[config.mk]
export PLATFORM = sky130hd
export DESIGN_NAME = spu_wb_stage
export DESIGN_NICKNAME = d
export VERILOG_FILES = /design/src/rtl/spu_wb_stage.sv
export SDC_FILE = /design/constraint.sdc
export NUM_CORES = 2
export LEC_CHECK = 0
export CAP_MARGIN = 40
export CORE_MARGIN = 10
export CORE_UTILIZATION = 54
export CTS_CLUSTER_DIAMETER = 100
export DETAILED_ROUTE_END_ITERATION = 10
export GPL_TIMING_DRIVEN = 0
export PLACE_DENSITY = 0.77
export SYNTH_ARGS = -nofsm -noshare
export SYNTH_HDL_FRONTEND = slang
export SYNTH_SLANG_ARGS = --single-unit
[constraint.sdc]
create_clock -name clk -period 2.6 [get_ports clk]
set_clock_uncertainty 0.2 [all_clocks]
set_input_delay 0.26 -clock clk [delete_from_list [all_inputs] [get_ports clk]]
set_output_delay 0.26 -clock clk [all_outputs]
set_load 0.01 [all_outputs]
[src/rtl/spu_wb_stage.sv]
// spu_wb_stage
//
// Writeback stage for the dual-issue SPU, sitting directly in front of the register file.
// Even-pipe and odd-pipe results arrive with differing latencies. Each result is placed in a
// per-pipe retire shift pipeline, so the write reaches the register file exactly `lat` cycles
// after it is presented. The stage also reports which registers still have a write in flight.
//
// Per pipe there are stage registers st[1..DEPTH-1], where st[k] reaches the output register R
// in k edges. R drives the register-file write port directly, so the write ports are registered.
//
// Ports
//   clk, rst                    clock; synchronous active-low reset (0 = reset)
//   flush                       discard every in-flight entry on the next edge
//   ex_{v,addr,data,lat}_{e,o}  even/odd execution results; lat is legal in 1..DEPTH
//   rt_{we,addr,data}_{e,o}     even/odd register-file write ports
//   q{0,1}_addr                 pending-write query addresses
//   q{0,1}_pend                 a valid stage entry (R excluded) targets the queried register
//   q{0,1}_fwd_v, _fwd_data     forwarded data of the matching entry that retires last
//   err_lat                     1-cycle pulse: an ex_lat value was out of range
//   err_col                     1-cycle pulse: an insert hit an occupied slot and was dropped
//   waw_drop                    1-cycle pulse: even write suppressed by a same-address odd write
//
// Configuration
//   SPU_WB_FWD_EN  defined: build the forwarding mux (fwd_v = pend).
//                  undefined: q*_fwd_v and q*_fwd_data are tied to 0.

module spu_wb_stage #(
  parameter int unsigned DEPTH  = 7,
  parameter int unsigned ADDR_W = 7,
  parameter int unsigned DATA_W = 128
) (
  input  logic              clk,
  input  logic              rst,
  input  logic              flush,

  input  logic              ex_v_e,
  input  logic [ADDR_W-1:0] ex_addr_e,
  input  logic [DATA_W-1:0] ex_data_e,
  input  logic [2:0]        ex_lat_e,
  input  logic              ex_v_o,
  input  logic [ADDR_W-1:0] ex_addr_o,
  input  logic [DATA_W-1:0] ex_data_o,
  input  logic [2:0]        ex_lat_o,

  output logic              rt_we_e,
  output logic [ADDR_W-1:0] rt_addr_e,
  output logic [DATA_W-1:0] rt_data_e,
  output logic              rt_we_o,
  output logic [ADDR_W-1:0] rt_addr_o,
  output logic [DATA_W-1:0] rt_data_o,

  input  logic [ADDR_W-1:0] q0_addr,
  input  logic [ADDR_W-1:0] q1_addr,
  output logic              q0_pend,
  output logic              q1_pend,
  output logic              q0_fwd_v,
  output logic              q1_fwd_v,
  output logic [DATA_W-1:0] q0_fwd_data,
  output logic [DATA_W-1:0] q1_fwd_data,

  output logic              err_lat,
  output logic              err_col,
  output logic              waw_drop
);

  // Index of the top stage; it always loads invalid.
  localparam int unsigned NS = DEPTH - 1;

  // Pipe 0 = even, pipe 1 = odd.
  logic [1:0]                    in_v;
  logic [1:0][ADDR_W-1:0]        in_addr;
  logic [1:0][DATA_W-1:0]        in_data;
  logic [1:0][2:0]               in_lat;
  logic [1:0][31:0]              lat_w;

  logic [1:0][NS:1]              st_v_q, st_v_d;
  logic [1:0][NS:1][ADDR_W-1:0]  st_a_q, st_a_d;
  logic [1:0][NS:1][DATA_W-1:0]  st_d_q, st_d_d;

  logic [1:0]                    r_v_q, r_v_d;
  logic [1:0][ADDR_W-1:0]        r_a_q, r_a_d;
  logic [1:0][DATA_W-1:0]        r_d_q, r_d_d;

  logic                          err_lat_q, err_lat_d;
  logic                          err_col_q, err_col_d;
  logic                          waw_q, waw_d;

  logic [1:0][ADDR_W-1:0]        q_addr;
  logic [1:0]                    q_pend;

  always_comb begin
    in_v    = {ex_v_o, ex_v_e};
    in_addr = {ex_addr_o, ex_addr_e};
    in_data = {ex_data_o, ex_data_e};
    in_lat  = {ex_lat_o, ex_lat_e};
    q_addr  = {q1_addr, q0_addr};
  end

  // Next state: shift, insert, flush, then even/odd same-address resolution on R.
  always_comb begin
    st_v_d    = '0;
    st_a_d    = '0;
    st_d_d    = '0;
    r_v_d     = '0;
    r_a_d     = '0;
    r_d_d     = '0;
    lat_w     = '0;
    err_lat_d = 1'b0;
    err_col_d = 1'b0;
    waw_d     = 1'b0;

    for (int unsigned p = 0; p < 2; p++) begin
      r_v_d[p] = st_v_q[p][1];
      r_a_d[p] = st_a_q[p][1];
      r_d_d[p] = st_d_q[p][1];
      for (int unsigned k = 1; k < NS; k++) begin
        st_v_d[p][k] = st_v_q[p][k+1];
        st_a_d[p][k] = st_a_q[p][k+1];
        st_d_d[p][k] = st_d_q[p][k+1];
      end

      lat_w[p] = 32'(in_lat[p]);
      if (in_v[p]) begin
        if (lat_w[p] == 0 || lat_w[p] > DEPTH) begin
          err_lat_d = 1'b1;
        end else if (lat_w[p] == 1) begin
          // The shifted-in entry already owns this slot; it wins.
          if (r_v_d[p]) begin
            err_col_d = 1'b1;
          end else begin
            r_v_d[p] = 1'b1;
            r_a_d[p] = in_addr[p];
            r_d_d[p] = in_data[p];
          end
        end else begin
          for (int unsigned k = 1; k <= NS; k++) begin
            if (lat_w[p] == k + 1) begin
              if (st_v_d[p][k]) begin
                err_col_d = 1'b1;
              end else begin
                st_v_d[p][k] = 1'b1;
                st_a_d[p][k] = in_addr[p];
                st_d_d[p][k] = in_data[p];
              end
            end
          end
        end
      end
    end

    if (flush) begin
      st_v_d    = '0;
      r_v_d     = '0;
      err_lat_d = 1'b0;
      err_col_d = 1'b0;
    end

    // Same register written by both ports in one cycle: the odd result is the newer one.
    if (r_v_d[0] && r_v_d[1] && (r_a_d[0] == r_a_d[1])) begin
      r_v_d[0] = 1'b0;
      waw_d    = 1'b1;
    end
  end

  always_ff @(posedge clk) begin
    if (!rst) begin
      st_v_q    <= '0;
      st_a_q    <= '0;
      st_d_q    <= '0;
      r_v_q     <= '0;
      r_a_q     <= '0;
      r_d_q     <= '0;
      err_lat_q <= 1'b0;
      err_col_q <= 1'b0;
      waw_q     <= 1'b0;
    end else begin
      st_v_q    <= st_v_d;
      st_a_q    <= st_a_d;
      st_d_q    <= st_d_d;
      r_v_q     <= r_v_d;
      r_a_q     <= r_a_d;
      r_d_q     <= r_d_d;
      err_lat_q <= err_lat_d;
      err_col_q <= err_col_d;
      waw_q     <= waw_d;
    end
  end

  // Pending: stage entries only; R is already bypassed inside the register file.
  always_comb begin
    q_pend = '0;
    for (int unsigned q = 0; q < 2; q++) begin
      for (int unsigned p = 0; p < 2; p++) begin
        for (int unsigned k = 1; k <= NS; k++) begin
          if (st_v_q[p][k] && (st_a_q[p][k] == q_addr[q])) begin
            q_pend[q] = 1'b1;
          end
        end
      end
    end
  end

`ifdef SPU_WB_FWD_EN
  logic [1:0][DATA_W-1:0] fwd_data;

  // Scan in retire order so the last match is the youngest write: largest k, odd on a tie.
  always_comb begin
    fwd_data = '0;
    for (int unsigned q = 0; q < 2; q++) begin
      for (int unsigned k = 1; k <= NS; k++) begin
        for (int unsigned p = 0; p < 2; p++) begin
          if (st_v_q[p][k] && (st_a_q[p][k] == q_addr[q])) begin
            fwd_data[q] = st_d_q[p][k];
          end
        end
      end
    end
  end

  assign q0_fwd_v    = q_pend[0];
  assign q1_fwd_v    = q_pend[1];
  assign q0_fwd_data = fwd_data[0];
  assign q1_fwd_data = fwd_data[1];
`else
  assign q0_fwd_v    = 1'b0;
  assign q1_fwd_v    = 1'b0;
  assign q0_fwd_data = '0;
  assign q1_fwd_data = '0;
`endif

  assign q0_pend   = q_pend[0];
  assign q1_pend   = q_pend[1];

  assign rt_we_e   = r_v_q[0];
  assign rt_addr_e = r_a_q[0];
  assign rt_data_e = r_d_q[0];
  assign rt_we_o   = r_v_q[1];
  assign rt_addr_o = r_a_q[1];
  assign rt_data_o = r_d_q[1];

  assign err_lat   = err_lat_q;
  assign err_col   = err_col_q;
  assign waw_drop  = waw_q;

endmodule

m4.png
(1 px per um) Supply wires on this layer in gray.
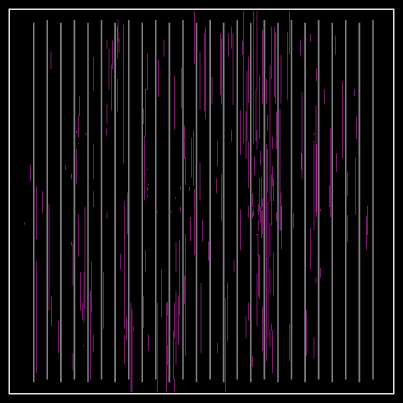
The longest straight run is 139 um. The layer holds 3.8% of the routed length. The wires run mostly vertical.
DR vias: 58500
total wire length: 214 mm

port_trees.png
(1 px per um)
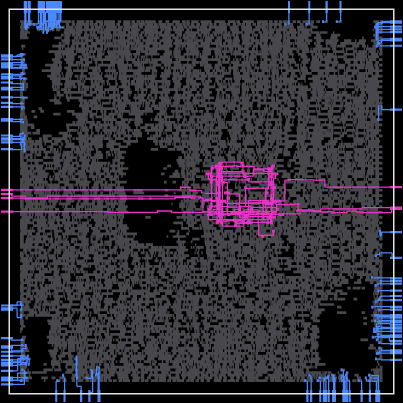
Key: blue = q1_fwd_data [bits 128, direction output, edge 40 left, 36 right, 27 top, 25 bottom, end cells 128, buffers 128, wire 2370 um]; magenta = q1_addr [bits 7, direction input, edge 4 left, 3 right, end cells 84, buffers 14, wire 3010 um]
IO Port Bufs: 569
I/O pin count: 830

util_map.png
(1 px per um) The die is cut into 38 by 38 equal tiles; dark blue is low, red is high, 0 to 100% covered.
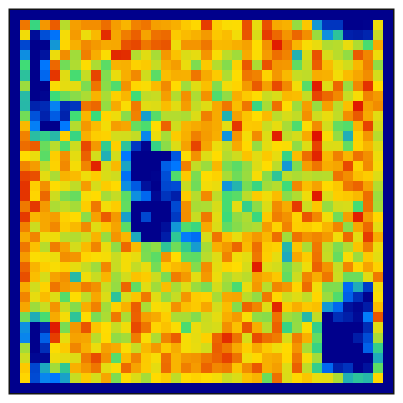
41% of the tiles are over 75% full. 15% of the tiles are nearly empty. The emptiest ninth of the die: bottom right. The mean over all tiles is 60%. The fullest tile reaches 98%.
core region area: 131000 um^2
Init Core Util: 54.2%

==> results.json <==
{
  "multiInputGateArea_um2": 29800,
  "ff_type": "sky130_fd_sc_hd__dfxtp_1",
  "clkTransAtPathRegs_ns": 0.06,
  "crit_required_ns": 2.14,
  "share_of_synthesized_cell_area_in_and_or_and_or_and_compound_cells_pct": 17.2,
  "largest-register": "st_d_q",
  "synth_seq_share_pct": 53.7,
  "failed_checks": "negative setup slack",
  "yosys-stat-area_um2": 71100,
  "cp_slowest_stage_delay_ns": 0.65,
  "grt_pass1_wl_mm": 328,
  "combAreaFraction_pct": 33.3,
  "worstSetupStartpointType": "input port",
  "routed_wire_length_per_instance_um": 18.7,
  "final-clk-cell-share_pct": 7.08,
  "pg_comb_uw": 4450,
  "post_dp_cell_area_um2": 80600,
  "routedLengthMet1_mm": 88.6,
  "layout_top_cell_excl_fill_tap": "sky130_fd_sc_hd__nand2_1",
  "globalRoute.totalOverflow": 0,
  "final_nets": 9799,
  "timing.final.ws_setup_ns": -0.621,
  "cts.repair.resized": 98,
  "timing.hold.worst.class": "in -> reg",
  "syn_avg_cell_area_um2": 8.65,
  "simple_gate_area_share_pct": 20.7,
  "critPathMaxFanout": 10,
  "first_pass_iters": 5,
  "largest_register_ffs": 1536,
  "setup-violations-final": 3,
  "finalPower_uw": 61900,
  "status": "finished with violations",
  "timing.slew.headroom_pct": 40.1,
  "post_synth_most_frequent_cells": "3187 x sky130_fd_sc_hd__nand2_1, 1907 x sky130_fd_sc_hd__dfxtp_1, 1521 x sky130_fd_sc_hd__a21boi_0",
  "finish.cell_count_without_fillers": 11400,
  "post-synth-top-area-cell": "sky130_fd_sc_hd__dfxtp_1"
}
clock_wires.png
(1 px per um)
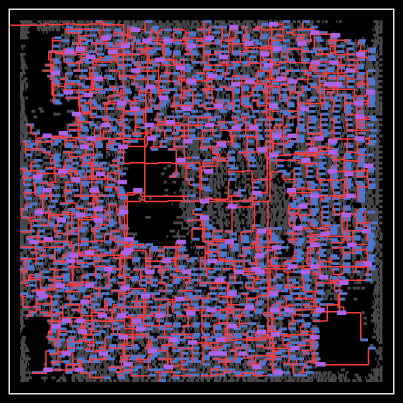
Key: purple = clock-net drivers [count 185]; red = clock wires [length 20.7 mm]; blue = flip-flops [count 1907]
There are 186 routed clock nets.
clock insertion delay at the later pin of the skew report: 0.83 ns
proportion of power drawn by the clock network: 44.5%
Clk. pwr: 27600 uW

congestion_map.png
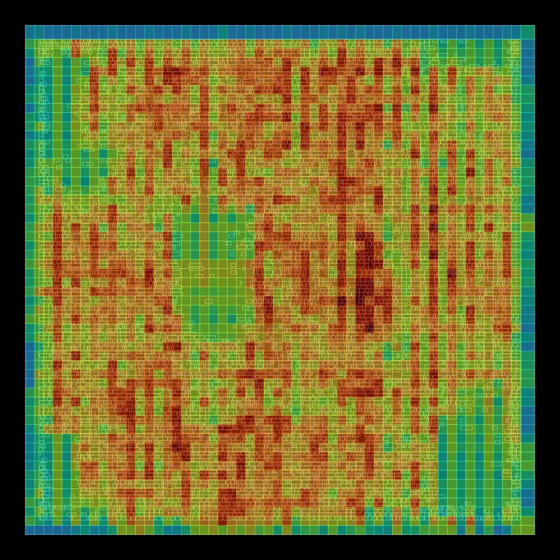
met3 Resource Use GR: 6.46%
GR Layer Usage met1: 34.7%
layer carrying the most global-route usage: met2
overall routing resource usage: 28.0%
share of the core filled with cells in the final layout: 68.3%

Power figures rest on the tool's default switching activity, not on a simulated workload.
